run_1/io_placement.png
Pins as bars across the die edge, other pins in grey.
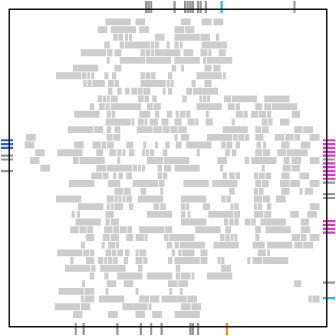
run_1/clk_routes.png
Bar = 20 µm.
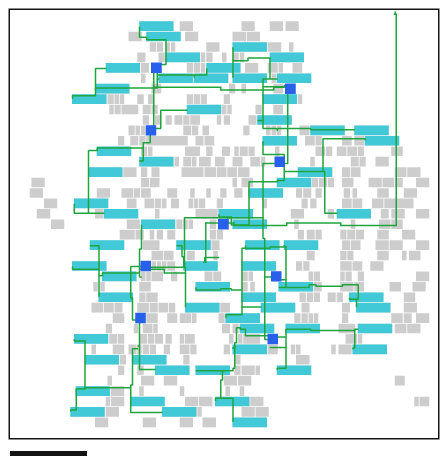
run_1/clocks.png
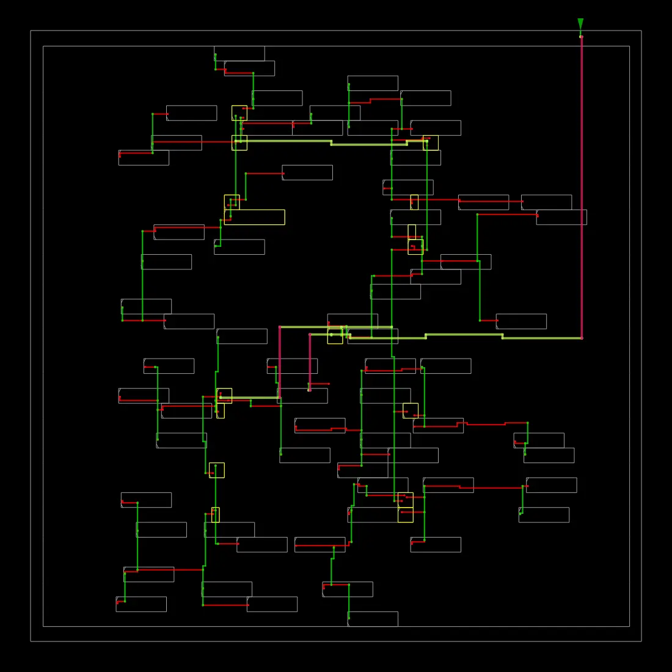
**src/rtl/multi_react_timer.sv**
```systemverilog
// Multi-player reaction timer: random-wait start, per-channel ms counters, first-press arbitration.
// Optional false-start detection enabled by defining TIMER_FALSE_START_EN.
module multi_react_timer #(
  parameter  int unsigned N_CH      = 2,
  parameter  int unsigned TIME_W    = 10,
  parameter  int unsigned RAND_W    = 14,
  parameter  int unsigned OVF_LIMIT = 999,
  localparam int unsigned ID_W      = (N_CH > 1) ? $clog2(N_CH) : 1
) (
  input  logic                     clk,
  input  logic                     rstn,
  input  logic [2:0]               machine_state,
  input  logic [RAND_W-1:0]        rand_num,
  input  logic [N_CH-1:0]          press,
  output logic                     signal_start,
  output logic                     signal_cleared,
  output logic                     signal_overflow,
  output logic                     all_done,
  output logic [N_CH*TIME_W-1:0]   react_time,
  output logic [ID_W-1:0]          first_id,
  output logic                     first_valid,
  output logic [N_CH-1:0]          false_start
);

  typedef enum logic [2:0] {
    ST_IDLE     = 3'd0,
    ST_WAIT     = 3'd1,
    ST_CLR_CNT1 = 3'd2,
    ST_START    = 3'd3,
    ST_STORAGE  = 3'd4,
    ST_CLR_CNT2 = 3'd5,
    ST_AVERAGE  = 3'd6,
    ST_COMPARE  = 3'd7
  } state_e;

  localparam logic [TIME_W-1:0] OVF_VAL = TIME_W'(OVF_LIMIT);

  state_e                        st_c;
  logic [N_CH-1:0]               press_rise_c;

  logic [RAND_W-1:0]             wait_cnt_q, wait_cnt_d;
  logic                          signal_start_q, signal_start_d;
  logic                          signal_cleared_q, signal_cleared_d;
  logic                          signal_overflow_q, signal_overflow_d;
  logic                          all_done_q, all_done_d;
  logic                          first_valid_q, first_valid_d;
  logic [ID_W-1:0]               first_id_q, first_id_d;
  logic [N_CH-1:0]               press_q, press_d;
  logic [N_CH-1:0]               done_q, done_d;
  logic [N_CH-1:0]               ovf_q, ovf_d;
  logic [N_CH-1:0]               fs_q, fs_d;
  logic [N_CH-1:0][TIME_W-1:0]   cnt_q, cnt_d;
  logic [N_CH-1:0][TIME_W-1:0]   react_q, react_d;

  assign st_c         = state_e'(machine_state);
  assign press_rise_c = press & ~press_q;

  // Next-state logic for the wait counter, channel timers and flags.
  always_comb begin
    logic hit;
    hit               = 1'b0;
    wait_cnt_d        = '0;
    signal_start_d    = 1'b0;
    signal_cleared_d  = 1'b0;
    press_d           = press;
    done_d            = done_q;
    ovf_d             = ovf_q;
    fs_d              = fs_q;
    cnt_d             = cnt_q;
    react_d           = react_q;
    first_id_d        = first_id_q;
    first_valid_d     = first_valid_q;

    case (st_c)
      ST_WAIT: begin
        wait_cnt_d     = (wait_cnt_q == rand_num) ? wait_cnt_q : wait_cnt_q + RAND_W'(1);
        signal_start_d = signal_start_q | (wait_cnt_q == rand_num);
`ifdef TIMER_FALSE_START_EN
        fs_d           = fs_q | (press_rise_c & {N_CH{~signal_start_q}});
`endif
      end
      ST_CLR_CNT1, ST_CLR_CNT2: begin
        signal_cleared_d = 1'b1;
        done_d           = '0;
        ovf_d            = '0;
        fs_d             = '0;
        cnt_d            = '0;
        react_d          = '0;
        first_id_d       = '0;
        first_valid_d    = 1'b0;
      end
      ST_START: begin
        // Ascending scan so the lowest index wins a simultaneous first press.
        for (int unsigned i = 0; i < N_CH; i++) begin
          if (!done_q[i]) begin
            if (fs_q[i]) begin
              done_d[i]  = 1'b1;
              react_d[i] = OVF_VAL;
            end else if (press_rise_c[i]) begin
              done_d[i]  = 1'b1;
              react_d[i] = cnt_q[i];
              if (!first_valid_q && !hit) begin
                hit           = 1'b1;
                first_valid_d = 1'b1;
                first_id_d    = ID_W'(i);
              end
            end else if (cnt_q[i] == OVF_VAL) begin
              done_d[i]  = 1'b1;
              ovf_d[i]   = 1'b1;
              react_d[i] = OVF_VAL;
            end else begin
              cnt_d[i]   = cnt_q[i] + TIME_W'(1);
            end
          end
        end
      end
      default: ;
    endcase

    all_done_d        = &done_d;
    signal_overflow_d = |ovf_d;
  end

  always_ff @(posedge clk or negedge rstn) begin
    if (!rstn) begin
      wait_cnt_q        <= '0;
      signal_start_q    <= 1'b0;
      signal_cleared_q  <= 1'b0;
      signal_overflow_q <= 1'b0;
      all_done_q        <= 1'b0;
      first_valid_q     <= 1'b0;
      first_id_q        <= '0;
      press_q           <= '0;
      done_q            <= '0;
      ovf_q             <= '0;
      fs_q              <= '0;
      cnt_q             <= '0;
      react_q           <= '0;
    end else begin
      wait_cnt_q        <= wait_cnt_d;
      signal_start_q    <= signal_start_d;
      signal_cleared_q  <= signal_cleared_d;
      signal_overflow_q <= signal_overflow_d;
      all_done_q        <= all_done_d;
      first_valid_q     <= first_valid_d;
      first_id_q        <= first_id_d;
      press_q           <= press_d;
      done_q            <= done_d;
      ovf_q             <= ovf_d;
      fs_q              <= fs_d;
      cnt_q             <= cnt_d;
      react_q           <= react_d;
    end
  end

  assign signal_start    = signal_start_q;
  assign signal_cleared  = signal_cleared_q;
  assign signal_overflow = signal_overflow_q;
  assign all_done        = all_done_q;
  assign react_time      = react_q;
  assign first_id        = first_id_q;
  assign first_valid     = first_valid_q;
  assign false_start     = fs_q;

endmodule

```
**config.mk**
```make
export PLATFORM = sky130hd
export DESIGN_NAME = multi_react_timer
export DESIGN_NICKNAME = d
export VERILOG_FILES = /design/src/rtl/multi_react_timer.sv
export SDC_FILE = /design/constraint.sdc
export NUM_CORES = 1
export LEC_CHECK = 0
export CAP_MARGIN = 20
export CORE_MARGIN = 2
export CORE_UTILIZATION = 30
export CTS_BUF_LIST = sky130_fd_sc_hd__clkbuf_4
export DETAILED_ROUTE_END_ITERATION = 8
export GPL_TIMING_DRIVEN = 0
export PLACE_DENSITY = 0.55
export SYNTH_ARGS = -nofsm -noshare
export SYNTH_HDL_FRONTEND = slang
export SYNTH_SLANG_ARGS = --single-unit
```
**constraint.sdc**
```tcl
create_clock -name clk -period 2.3 [get_ports clk]
set_input_delay 0.46 -clock clk [delete_from_list [all_inputs] [get_ports clk]]
set_output_delay 0.46 -clock clk [all_outputs]
set_load 0.02 [all_outputs]
```
==> impl_metrics.env, run 1 <==
# implementation run metrics
export IMPL_nets=454
export IMPL_finalSetupViolations=0
export IMPL_hold_viol=0
export IMPL_cp_buffers_inverters=3
export IMPL_tightest_slew_ns=0.836
export IMPL_num_vias=2957
export IMPL_run_status="completed"
export IMPL_cts_tree="done"
export IMPL_p_switching_w=0.000640
export IMPL_netlist_area_leader_share_pct=47.5
export IMPL_avgSynthCellArea_um2=9.42
export IMPL_critPathSlowestCell="clkdlybuf4s50_1"
export IMPL_holdWs_ns=0.137
export IMPL_worstRegToRegCells=7
export IMPL_grt_use_total_pct=14.7
export IMPL_cts_max_path_buffers=2
export IMPL_drv_slew=0
export IMPL_top_power_group="registers"
export IMPL_cp_num_cells=8
export IMPL_first_iter_violations=163
export IMPL_tns_ns=0
export IMPL_area_leaders="dfrtp_1 (48%), o21ai_0 (6.5%), xnor2_1 (3.5%)"
export IMPL_grt_pass1_vias=3014
export IMPL_cts_hold_buf=0
export IMPL_initCoreUtil_pct=30.6
export IMPL_arrival_ns=2.51
export IMPL_post_route_util_pct=37.6
export IMPL_ys_cells=369
export IMPL_power_leakage_nw=1.69
export IMPL_core_um2=11400
export IMPL_power_density_nw_per_um2=548
export IMPL_max_stage_delay_ns=0.52
export IMPL_r2r_end="react_time[8]"
export IMPL_globalRouteMet1Util_pct=19.9
export IMPL_wl_met1_um=4150
export IMPL_log_warning_count=26
export IMPL_htreeDepth=3
export IMPL_period_needed_ns=2.18
export IMPL_top_layer="met4"
export IMPL_cts_buffers=9
export IMPL_ys_flops=66
export IMPL_antenna_left=0
export IMPL_hp_class="in2async"
export IMPL_ys_seq_share_pct=47.5
export IMPL_p_seq_share_pct=53.0
export IMPL_dr_wl_met2_um=4030
export IMPL_crit_required_ns=2.63
export IMPL_ff_type="dfrtp_1"
About io_placement.png:
[rand_num] magenta | pins: 14 | direction: input | edge: east
[false_start] cyan | pins: 2 | direction: output | edge: 1 north, 1 east
[signal_start] orange | pins: 1 | direction: output | edge: south
[machine_state] blue | pins: 3 | direction: input | edge: west
all pins by edge: 20 east, 13 north, 10 south, 6 west

About clk_routes.png:
[clock wires] green | length: 984 µm
[clock drivers] blue | count: 9
[flip-flops] cyan | count: 66
routed clock nets: 10

About clocks.png:
Worst-Skew Late Latency: 0.41 ns
flop count: 66
clk pwr: 0.000749 W

run 1: kinds of logic after synthesis:
kind of cell / count (synthesis) / synth area share, %
AND-OR/OR-AND: 105 / 18.7
flip-flops: 66 / 47.5
adder cells (fa/ha/maj): 3 / 1.08
buffers and inverters: 41 / 5.47
AND/OR/NAND/NOR: 125 / 19.8
other: 1 / 0.108
XOR/XNOR: 19 / 4.79
multiplexers: 9 / 2.59
run 1: final cells by class:
class | instances | area, µm²
sequential | 66 | 1650
timing repair buffer | 49 | 480
tap | 143 | 179
inverter | 18 | 80.1
multi-input combinational | 263 | 1640
antenna | 1 | 2.50
clock inverter | 5 | 45.0
clock buffer | 11 | 82.6
buffer | 23 | 111
fill | 1146 | 7100
--- run 2 (diff from run 1) ---
--- a/config.mk
+++ b/config.mk
@@ -7,11 +7,11 @@
 export LEC_CHECK = 0
 export CAP_MARGIN = 20
 export CORE_MARGIN = 2
-export CORE_UTILIZATION = 30
+export CORE_UTILIZATION = 25
 export CTS_BUF_LIST = sky130_fd_sc_hd__clkbuf_4
 export DETAILED_ROUTE_END_ITERATION = 8
 export GPL_TIMING_DRIVEN = 0
-export PLACE_DENSITY = 0.55
+export PLACE_DENSITY = 0.49
 export SYNTH_ARGS = -nofsm -noshare
 export SYNTH_HDL_FRONTEND = slang
 export SYNTH_SLANG_ARGS = --single-unit
==> run 2 against run 1 <==
  * Utilization is 6.4 points lower
  * Register-to-register slack hardly changed
  * First-iteration DRC count is 60% higher
  * Sequential share of layout area hardly changed
  * Final cell count is 5.7% higher
  * Count of clock-buffer cells in the layout is 1 lower
  * Combinational power hardly changed
  * Synthesized area stayed put
==> impl_metrics.env, run 2 <==
# implementation run metrics
export IMPL_nWellTaps=180
export IMPL_grt_pass1_vias=3003
export IMPL_nFillCells=1448
export IMPL_inv_count=18
export IMPL_power_leakage_nw=1.66
export IMPL_post_route_util_pct=31.2
export IMPL_holdWs_ns=0.136
export IMPL_log_warning_count=26
export IMPL_first_iter_violations=260
export IMPL_cts_hold_buf=0
export IMPL_nets=450
export IMPL_tightest_slew_ns=0.850
export IMPL_antenna_diode_count=1
export IMPL_cp_num_cells=6
export IMPL_num_clock_buffers=10
export IMPL_flop_area_um2=1650
export IMPL_tns_ns=0
export IMPL_top_layer="met4"
export IMPL_clkLatencyLatePin_ns=0.42
export IMPL_area_leaders="dfrtp_1 (48%), o21ai_0 (6.5%), xnor2_1 (3.5%)"
export IMPL_simple_gate_area_share_pct=19.8
export IMPL_initCoreUtil_pct=25.3
export IMPL_antenna_left=0
export IMPL_comb_area_um2=1640
export IMPL_netlist_area_leader_share_pct=47.5
export IMPL_flop_count=66
export IMPL_cts_buffers=9
export IMPL_comb_share_pct=38.4
export IMPL_arrival_ns=2.57
export IMPL_dr_wl_met2_um=4390
export IMPL_ys_cells=369
export IMPL_wl_met1_um=4030
export IMPL_synthXorXnorAreaFrac_pct=4.79
export IMPL_ff_type="dfrtp_1"
export IMPL_worstRegToRegCells=7
export IMPL_finalSetupViolations=0
export IMPL_run_status="completed"
export IMPL_nMultiInputCombCells=263
export IMPL_synthAoiAreaFrac_pct=18.7
export IMPL_avgSynthCellArea_um2=9.42
export IMPL_ys_seq_share_pct=47.5
export IMPL_drv_slew=0
export IMPL_grt_use_total_pct=12.7
export IMPL_num_vias=2999
export IMPL_area_share_nonclk_buffers_pct=13.2
run 2: cell types whose count changed in the layout (fill, tap and decap cells not counted), sizes merged:
cell and delta:
buf -3, clkbuf -2, bufinv -1, clkinvlp +2
run 2: power by group:
group          leakage (nW)  internal, W  switching (W)
Sequential            0.898      0.00121      0.0000381
Clock                0.0596     0.000225       0.000438
Combinational         0.707     0.000154       0.000201
Total                  1.66      0.00158       0.000677
run 2: per-layer routing:
layer  up-vias  GRT usage, %
met5         -             0
met4         0          5.96
met3        15          1.92
met2        60          21.3
met1      1476          16.2
li1       1448             -
run 2: timing repair:
item	CTS	global route
setup endpoints to repair	10	25
gates resized	1	5
hold endpoints to repair	0	0
pin swaps	0	1
run_2/flops_by_reg.png
Other sequential cells in the stronger grey, the rest of the logic in the fainter grey.
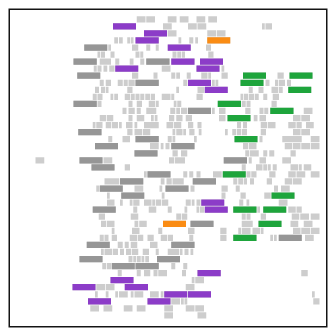
[press_q] orange | placed flops: 2
[wait_cnt_q] green | placed flops: 14
[react_time] purple | placed flops: 20

run_2/clk_routes.png
Bar = 20 µm.
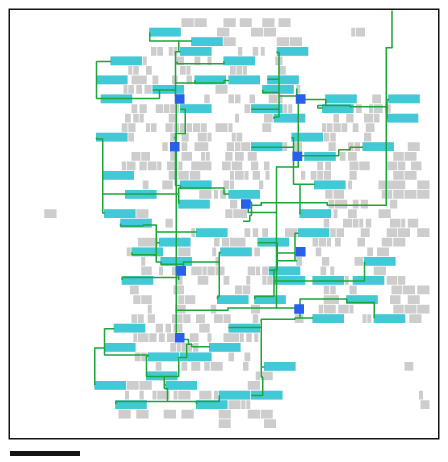
[clock wires] green | length: 1,010 µm
[clock drivers] blue | count: 9
[flip-flops] cyan | count: 66
routed clock nets: 10

Power figures rest on the tool's default switching activity, not on a simulated workload.
